Figure 1. Sequential cells grouped by signal name.
Other sequential cells in the stronger gray, the rest of the logic in the fainter gray.
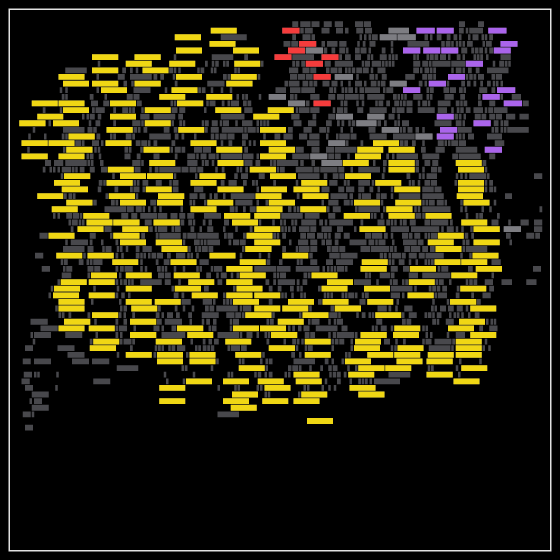
Figure 2. The metal 2 layer.
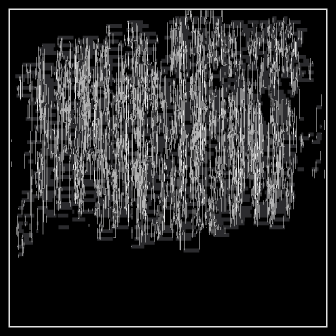
Figure 3. Placed standard cells.
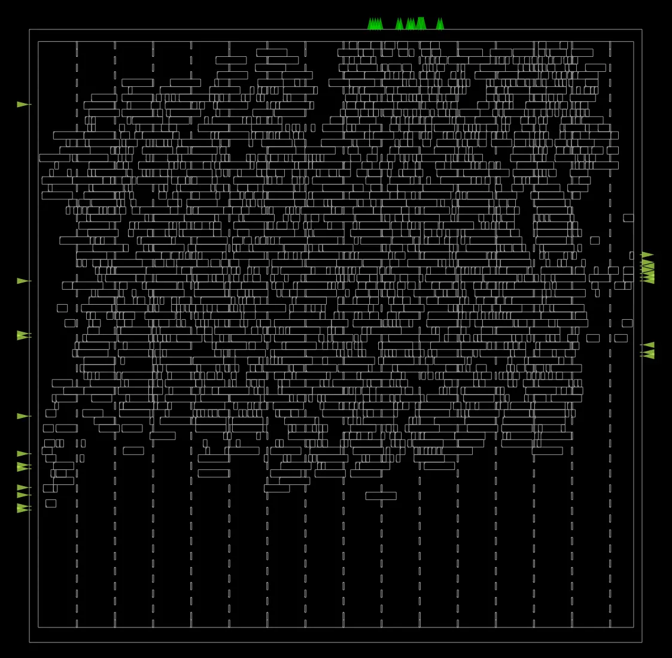
Figure 4. Signal wires on met3.
The bar under the picture is 50 um long.
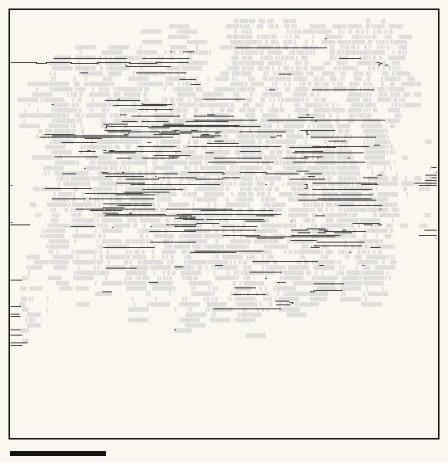
--- src/rtl/lcd_char_display_ctrl.sv ---
// Character-LCD (HD44780-style) controller with an internal NUM_ROWS x NUM_COLS
// character buffer. A tick-paced engine initialises the panel and then rewrites
// only the rows marked dirty, each preceded by a DDRAM set-address command.
//
// Write port: wr_en_i is a one-clk strobe with no ready. A write is accepted
// in every state. An in-range write lands in the buffer on the next clk. An
// out-of-range write is dropped and answered by a one-clk wr_err_o pulse.
module lcd_char_display_ctrl #(
  parameter int NUM_COLS  = 16,
  parameter int NUM_ROWS  = 2,
  parameter int DATA_BITS = 8,
  parameter int CLK_DIV   = 800000
) (
  input  logic                      clk,
  input  logic                      reset,
  input  logic                      init_i,
  input  logic                      wr_en_i,
  input  logic [1:0]                wr_row_i,
  input  logic [$clog2(NUM_COLS):0] wr_col_i,
  input  logic [DATA_BITS-1:0]      wr_char_i,
  input  logic                      clear_i,
  output logic                      wr_err_o,
  output logic                      busy_o,
  output logic                      init_done_o,
  output logic                      rs,
  output logic                      rw,
  output logic                      enable,
  output logic [DATA_BITS-1:0]      data,
  output logic [2:0]                state_dbg
);

  localparam int ROW_W     = (NUM_ROWS > 1) ? $clog2(NUM_ROWS) : 1;
  localparam int COL_W     = (NUM_COLS > 1) ? $clog2(NUM_COLS) : 1;
  localparam int ROW_SLOTS = 1 << ROW_W;
  localparam int COL_SLOTS = 1 << COL_W;
  localparam int CNT_W     = $clog2(CLK_DIV);
  localparam logic [ROW_SLOTS-1:0] ROW_MASK = ROW_SLOTS'((1 << NUM_ROWS) - 1);
  localparam logic [COL_W-1:0]     LAST_COL = COL_W'(NUM_COLS - 1);
  localparam logic [DATA_BITS-1:0] SPACE    = DATA_BITS'(8'h20);

  if (!(NUM_ROWS == 1 || NUM_ROWS == 2 || NUM_ROWS == 4)) begin : g_bad_rows
    $error("lcd_char_display_ctrl: NUM_ROWS must be 1, 2 or 4");
  end
  if (CLK_DIV < 2) begin : g_bad_div
    $error("lcd_char_display_ctrl: CLK_DIV must be at least 2");
  end

  typedef enum logic [2:0] {
    S_IDLE     = 3'd0,
    S_INIT     = 3'd1,
    S_READY    = 3'd2,
    S_SET_ADDR = 3'd3,
    S_WR_ROW   = 3'd4
  } state_t;

  state_t                 state, state_next;
  logic [CNT_W-1:0]       tick_cnt;
  logic                   tick, tick_b;
  logic                   phase_b;      // 0: next tick is Tick A, 1: next is Tick B
  logic [1:0]             init_idx;
  logic [COL_W-1:0]       col_idx;
  logic [ROW_W-1:0]       cur_row, lowest_row;
  logic [ROW_SLOTS-1:0]   dirty, dirty_next;
  logic                   in_range, wr_ok;
  logic [ROW_W-1:0]       wr_row_idx;
  logic [COL_W-1:0]       wr_col_idx;
  logic [DATA_BITS-1:0]   char_buf [ROW_SLOTS][COL_SLOTS];

  assign tick       = (tick_cnt == CNT_W'(CLK_DIV - 1));
  assign tick_b     = tick && phase_b;
  assign in_range   = (int'(wr_row_i) < NUM_ROWS) && (int'(wr_col_i) < NUM_COLS);
  assign wr_ok      = wr_en_i && in_range;
  assign wr_row_idx = wr_row_i[ROW_W-1:0];
  assign wr_col_idx = wr_col_i[COL_W-1:0];
  assign rw         = 1'b0;

  function automatic logic [DATA_BITS-1:0] init_cmd(input logic [1:0] idx);
    case (idx)
      2'd0:    return DATA_BITS'(8'h38);
      2'd1:    return DATA_BITS'(8'h06);
      2'd2:    return DATA_BITS'(8'h0C);
      default: return DATA_BITS'(8'h01);
    endcase
  endfunction

  function automatic logic [DATA_BITS-1:0] addr_cmd(input logic [ROW_W-1:0] r);
    case (int'(r))
      0:       return DATA_BITS'(8'h80);
      1:       return DATA_BITS'(8'hC0);
      2:       return DATA_BITS'(8'h94);
      default: return DATA_BITS'(8'hD4);
    endcase
  endfunction

  // Lowest-index dirty row: the next row the refresh engine will serve.
  always_comb begin
    lowest_row = '0;
    for (int r = ROW_SLOTS - 1; r >= 0; r--) begin
      if (dirty[r]) lowest_row = ROW_W'(r);
    end
  end

  // Dirty-bit update; later lines take priority, so a write always re-marks its row.
  always_comb begin
    dirty_next = dirty;
    if (tick && !phase_b && state == S_SET_ADDR) dirty_next[lowest_row] = 1'b0;
    if (tick_b && state == S_INIT && init_idx == 2'd3) dirty_next = ROW_MASK;
    if (clear_i && init_done_o) dirty_next = ROW_MASK;
    if (wr_ok) dirty_next[wr_row_idx] = 1'b1;
  end

  // State register.
  always_ff @(posedge clk) begin
    if (reset) state <= S_IDLE;
    else       state <= state_next;
  end

  // Next-state logic; every transition happens on a tick.
  always_comb begin
    state_next = state;
    case (state)
      S_IDLE:     if (tick && init_i) state_next = S_INIT;
      S_INIT:     if (tick_b && init_idx == 2'd3) state_next = S_READY;
      S_READY:    if (tick && (|dirty)) state_next = S_SET_ADDR;
      S_SET_ADDR: if (tick_b) state_next = S_WR_ROW;
      S_WR_ROW:   if (tick_b && col_idx == LAST_COL)
                    state_next = (|dirty_next) ? S_SET_ADDR : S_READY;
      default:    state_next = S_IDLE;
    endcase
  end

  // State-derived outputs.
  always_comb begin
    busy_o    = (state == S_INIT) || (state == S_SET_ADDR) || (state == S_WR_ROW);
    state_dbg = state;
  end

  // Tick divider and the two-tick transfer engine driving the LCD pins.
  always_ff @(posedge clk) begin
    if (reset) begin
      tick_cnt    <= '0;
      phase_b     <= 1'b0;
      init_idx    <= 2'd0;
      col_idx     <= '0;
      cur_row     <= '0;
      init_done_o <= 1'b0;
      rs          <= 1'b0;
      enable      <= 1'b0;
      data        <= '0;
    end else begin
      tick_cnt <= tick ? '0 : tick_cnt + 1'b1;
      if (tick && busy_o) begin
        phase_b <= ~phase_b;
        if (!phase_b) begin
          enable <= 1'b1;
          case (state)
            S_INIT: begin
              rs   <= 1'b0;
              data <= init_cmd(init_idx);
            end
            S_SET_ADDR: begin
              rs      <= 1'b0;
              data    <= addr_cmd(lowest_row);
              cur_row <= lowest_row;
            end
            default: begin
              rs   <= 1'b1;
              data <= char_buf[cur_row][col_idx];
            end
          endcase
        end else begin
          enable <= 1'b0;
          case (state)
            S_INIT: begin
              init_idx <= init_idx + 2'd1;
              if (init_idx == 2'd3) init_done_o <= 1'b1;
            end
            S_SET_ADDR: col_idx <= '0;
            default:    col_idx <= (col_idx == LAST_COL) ? '0 : col_idx + 1'b1;
          endcase
        end
      end
    end
  end

  // Character buffer: clear fills with spaces, a coinciding write then wins its cell.
  always_ff @(posedge clk) begin
    if (reset || clear_i) begin
      for (int r = 0; r < ROW_SLOTS; r++) begin
        for (int c = 0; c < COL_SLOTS; c++) char_buf[r][c] <= SPACE;
      end
    end
    if (!reset && wr_ok) char_buf[wr_row_idx][wr_col_idx] <= wr_char_i;
  end

  // Dirty bits and the out-of-range write pulse.
  always_ff @(posedge clk) begin
    if (reset) begin
      dirty    <= '0;
      wr_err_o <= 1'b0;
    end else begin
      dirty    <= dirty_next;
      wr_err_o <= wr_en_i && !in_range;
    end
  end

endmodule

--- config.mk ---
export PLATFORM = sky130hd
export DESIGN_NAME = lcd_char_display_ctrl
export DESIGN_NICKNAME = d
export VERILOG_FILES = /design/src/rtl/lcd_char_display_ctrl.sv
export SDC_FILE = /design/constraint.sdc
export NUM_CORES = 1
export LEC_CHECK = 0
export ABC_AREA = 1
export CAP_MARGIN = 0
export CORE_MARGIN = 3
export CORE_UTILIZATION = 30
export CTS_CLUSTER_SIZE = 30
export DETAILED_ROUTE_END_ITERATION = 16
export HOLD_SLACK_MARGIN = 0.1
export REMOVE_ABC_BUFFERS = 1
export SLEW_MARGIN = 20
export SYNTH_ARGS = -nofsm -noshare
export SYNTH_HDL_FRONTEND = slang
export SYNTH_SLANG_ARGS = --single-unit
--- constraint.sdc ---
create_clock -name clk -period 1.7 [get_ports clk]
set_input_delay 0.255 -clock clk [delete_from_list [all_inputs] [get_ports clk]]
set_output_delay 0.255 -clock clk [all_outputs]
set_load 0.01 [all_outputs]
==> results.json <==
{
  "ys_warn_count": 0,
  "netlist_area_mm2": 0.0140,
  "grt_pass1_wl_mm": 62.9,
  "warning_count": 30,
  "cpMaxStageDelayCell": "dfxtp_1",
  "final_common_cell": "nor2_1",
  "drc_errors": 0,
  "slowest_delay_ns": 0.45,
  "cts_resized": 162,
  "io_buffers": 35,
  "path_max_fanout": 25,
  "route.met3.wl_mm": 3.52,
  "n_all_inverters": 96,
  "ant_nets": 0,
  "cpMostUsedCell": "nand3_2",
  "dp_hpwl_mm": 26.4,
  "fin_cells": 2333,
  "grt_max_degree": 49,
  "antenna_found_initial": 0,
  "clock-sinks": 301,
  "crit_type": "reg2reg",
  "layout_top_cells": "346 x nor2_1, 256 x edfxtp_1, 252 x nand2_1, 124 x buf_4, 81 x inv_1",
  "post-place-ws_ns": -0.714,
  "top_layer": "met4",
  "worst-r2r-setup-slack_ns": -0.09,
  "post_cts_buffers": 8,
  "ys_ff": 301,
  "clockRootBuffer": "clkbuf_16",
  "edf_count": 256,
  "vias_per_cell": 4.93,
  "clock_area_share_pct": 5.70,
  "place_area_mm2": 0.0165,
  "status": "finished, violations left",
  "hold_ws_ns": 0.344,
  "cts.clk_slew.worst_paths_ns": 0.06,
  "nNonClkBuffers": 234,
  "fp.dieW_um": 222,
  "fmax_mhz": 559,
  "n_antenna_cell": 0,
  "rsz0062_at_grt": "yes",
  "slew_violations": 0,
  "violations": "setup timing",
  "path_buffers": 2,
  "grt_usage_pct": 16.2,
  "htree_levels": 2,
  "cpLargestDelayFamily": "buffers and inverters",
  "comb_area_mm2": 0.00554,
  "fin_crit_ns": 1.79,
  "netlist_instances": 1531,
  "comb_cells": 1042,
  "cp-end-kind": "register",
  "first_global_vias": 11200,
  "drive_gt1_share_pct": 27.2,
  "ys_chip_area_mm2": 0.0140,
  "overflow": 0,
  "wire_per_inst_um": 18.2,
  "leakagePower_nw": 7.44,
  "wl_met2_mm": 20.0,
  "initCoreUtil_pct": 30.6,
  "skew_ns": 0.0108,
  "power.total_mw": 17.4,
  "period_used_pct": 105,
  "setup_violations": 9,
  "cts_made_buffers": 34,
  "cts_tree": "built",
  "async_flop_share_pct": 0,
  "ios": 37,
  "stdcell_area_mm2": 0.0191,
  "fp.dieH_um": 222,
  "crit_path_start_kind": "register",
  "clock_buffers": 41,
  "ys_seq_share_pct": 61.4,
  "worstSkewPairLatency_ns": 0.52,
  "num-fill-cells": 4333,
  "ys_cells": 1531,
  "bufAreaShareNonClock_pct": 14.1,
  "worstPathRequired_ns": 2.10,
  "worst-endpoint-arrival_ns": 2.19,
  "peakVddDrop_uv": 606,
  "dr.pass1.iters": 6,
  "hold_viol_final": 0,
  "dp.cells": 2241,
  "powerDensity_mw_per_mm2": 915,
  "nets": 1735,
  "largestClassByArea": "sequential cells",
  "path_cells": "inv_2 -> buf_12 -> o31ai_1 -> nand3_2 -> nand3_2 -> a21oi_2",
  "yosys_most_used_dff": "edfxtp_1",
  "wl_met1_mm": 18.0,
  "hold_class": "in2reg",
  "ctsHoldBuffers": 0,
  "fin_ws_ns": -0.0904,
  "area_growth_syn_to_layout_pct": 36.1,
  "cap_violations": 0,
  "gp_congestion": 0.814,
  "dieArea_mm2": 0.0493,
  "first_iter_violations": 1218,
  "comb_area_share_pct": 29.1,
  "netlist-cell-type-count": 42,
  "syn_area_per_cell_um2": 9.14,
  "cts_buffer_depth": 3,
  "fin_setup_tns_ns": -0.382
}
Notes on Figure 1 above:
char_buf: shown in yellow, placed flops 256. data: shown in red, placed flops 8, where top center. tick_cnt: shown in purple, placed flops 20, where upper right.
Another 17 sequential cells are not colored.
Flop area: 0.00861 mm^2
Seq/total area: 45.2%
Final Core Density: 41.6%
Seq power: 8.48 mW

Notes on Figure 2 above:
The longest straight run is 70.4 um. The wires run mostly vertical. The layer holds 47% of the routed length.
GR Util met2: 26.6%
WL final: 42.4 mm
DR vias: 11,500

Notes on Figure 3 above:
Rows: 78
Core Region: 0.0458 mm^2
n_taps: 600
Flop Count: 301

Notes on Figure 4 above:
The layer holds 8.3% of the routed length. The wires run mostly horizontal. The longest straight run is 69.0 um.

## worst register-to-register path, stage by stage, from the launching register on
cell and delay (ns):
dfxtp_1 0.45, inv_2 0.25, buf_12 0.26, o31ai_1 0.33
nand3_2 0.18, nand3_2 0.14, a21oi_2 0.06
## logic make-up after synthesis
kind of cell,share of synthesized area (%)
xor+xnor,0.250
fa+ha+maj,0.536
compound gates,8.24
simple gates,24.2
flops,61.4
other cells,0.0268
buf+inv,5.37
## synthesized netlist by cell type, drive strengths merged, types with 3 or more instances
cell,count,area share (%)
nand4,7,0.46
o31ai,24,1.3
clkbuf,62,1.7
xor2,4,0.25
ha,6,0.54
nand2,298,8.0
dfxtp,45,6.4
edfxtp,256,55
nor4,3,0.13
inv,96,2.6
nand3,106,3.8
o21ai,78,2.8
nor3,27,1.2
buf,30,1.1
o211ai,17,0.91
a21oi,83,3.0
or2,3,0.13
nor2,376,10
nor3b,3,0.20
## layer usage
metal,up-vias,GRT usage [%]
li1,5496,-
met1,5512,22.6
met2,421,26.6
met3,65,2.26
met4,0,4.07
met5,-,0
## flip-flops by register name (all words and copies together) (netlist names), named ones only
signal       flops
tick_cnt        20
state_dbg        3
init_done_o      1
col_idx          4
dirty            2
data             8
char_buf       256
rs               1
init_idx         2
cur_row          1
enable           1
wr_err_o         1
## final timing paths
kind,startpoint,to,cells after the start
worst max-delay path,col_idx[1]$_SDFFE_PP0P_,data[0]$_SDFFE_PP0P_,6
worst min register to register,cur_row$_SDFFE_PP0P_,register,2
worst min-delay path,wr_en_i,wr_err_o$_SDFF_PP0_,3
worst max register to register,col_idx[1]$_SDFFE_PP0P_,data[0]$_SDFFE_PP0P_,6
## where the power goes
part	internal [mW]	switching [mW]	total [mW]
clock network	4.24	3.00	7.24
logic	0.660	1.06	1.72
registers	8.35	0.133	8.48
Power figures rest on the tool's default switching activity, not on a simulated workload.
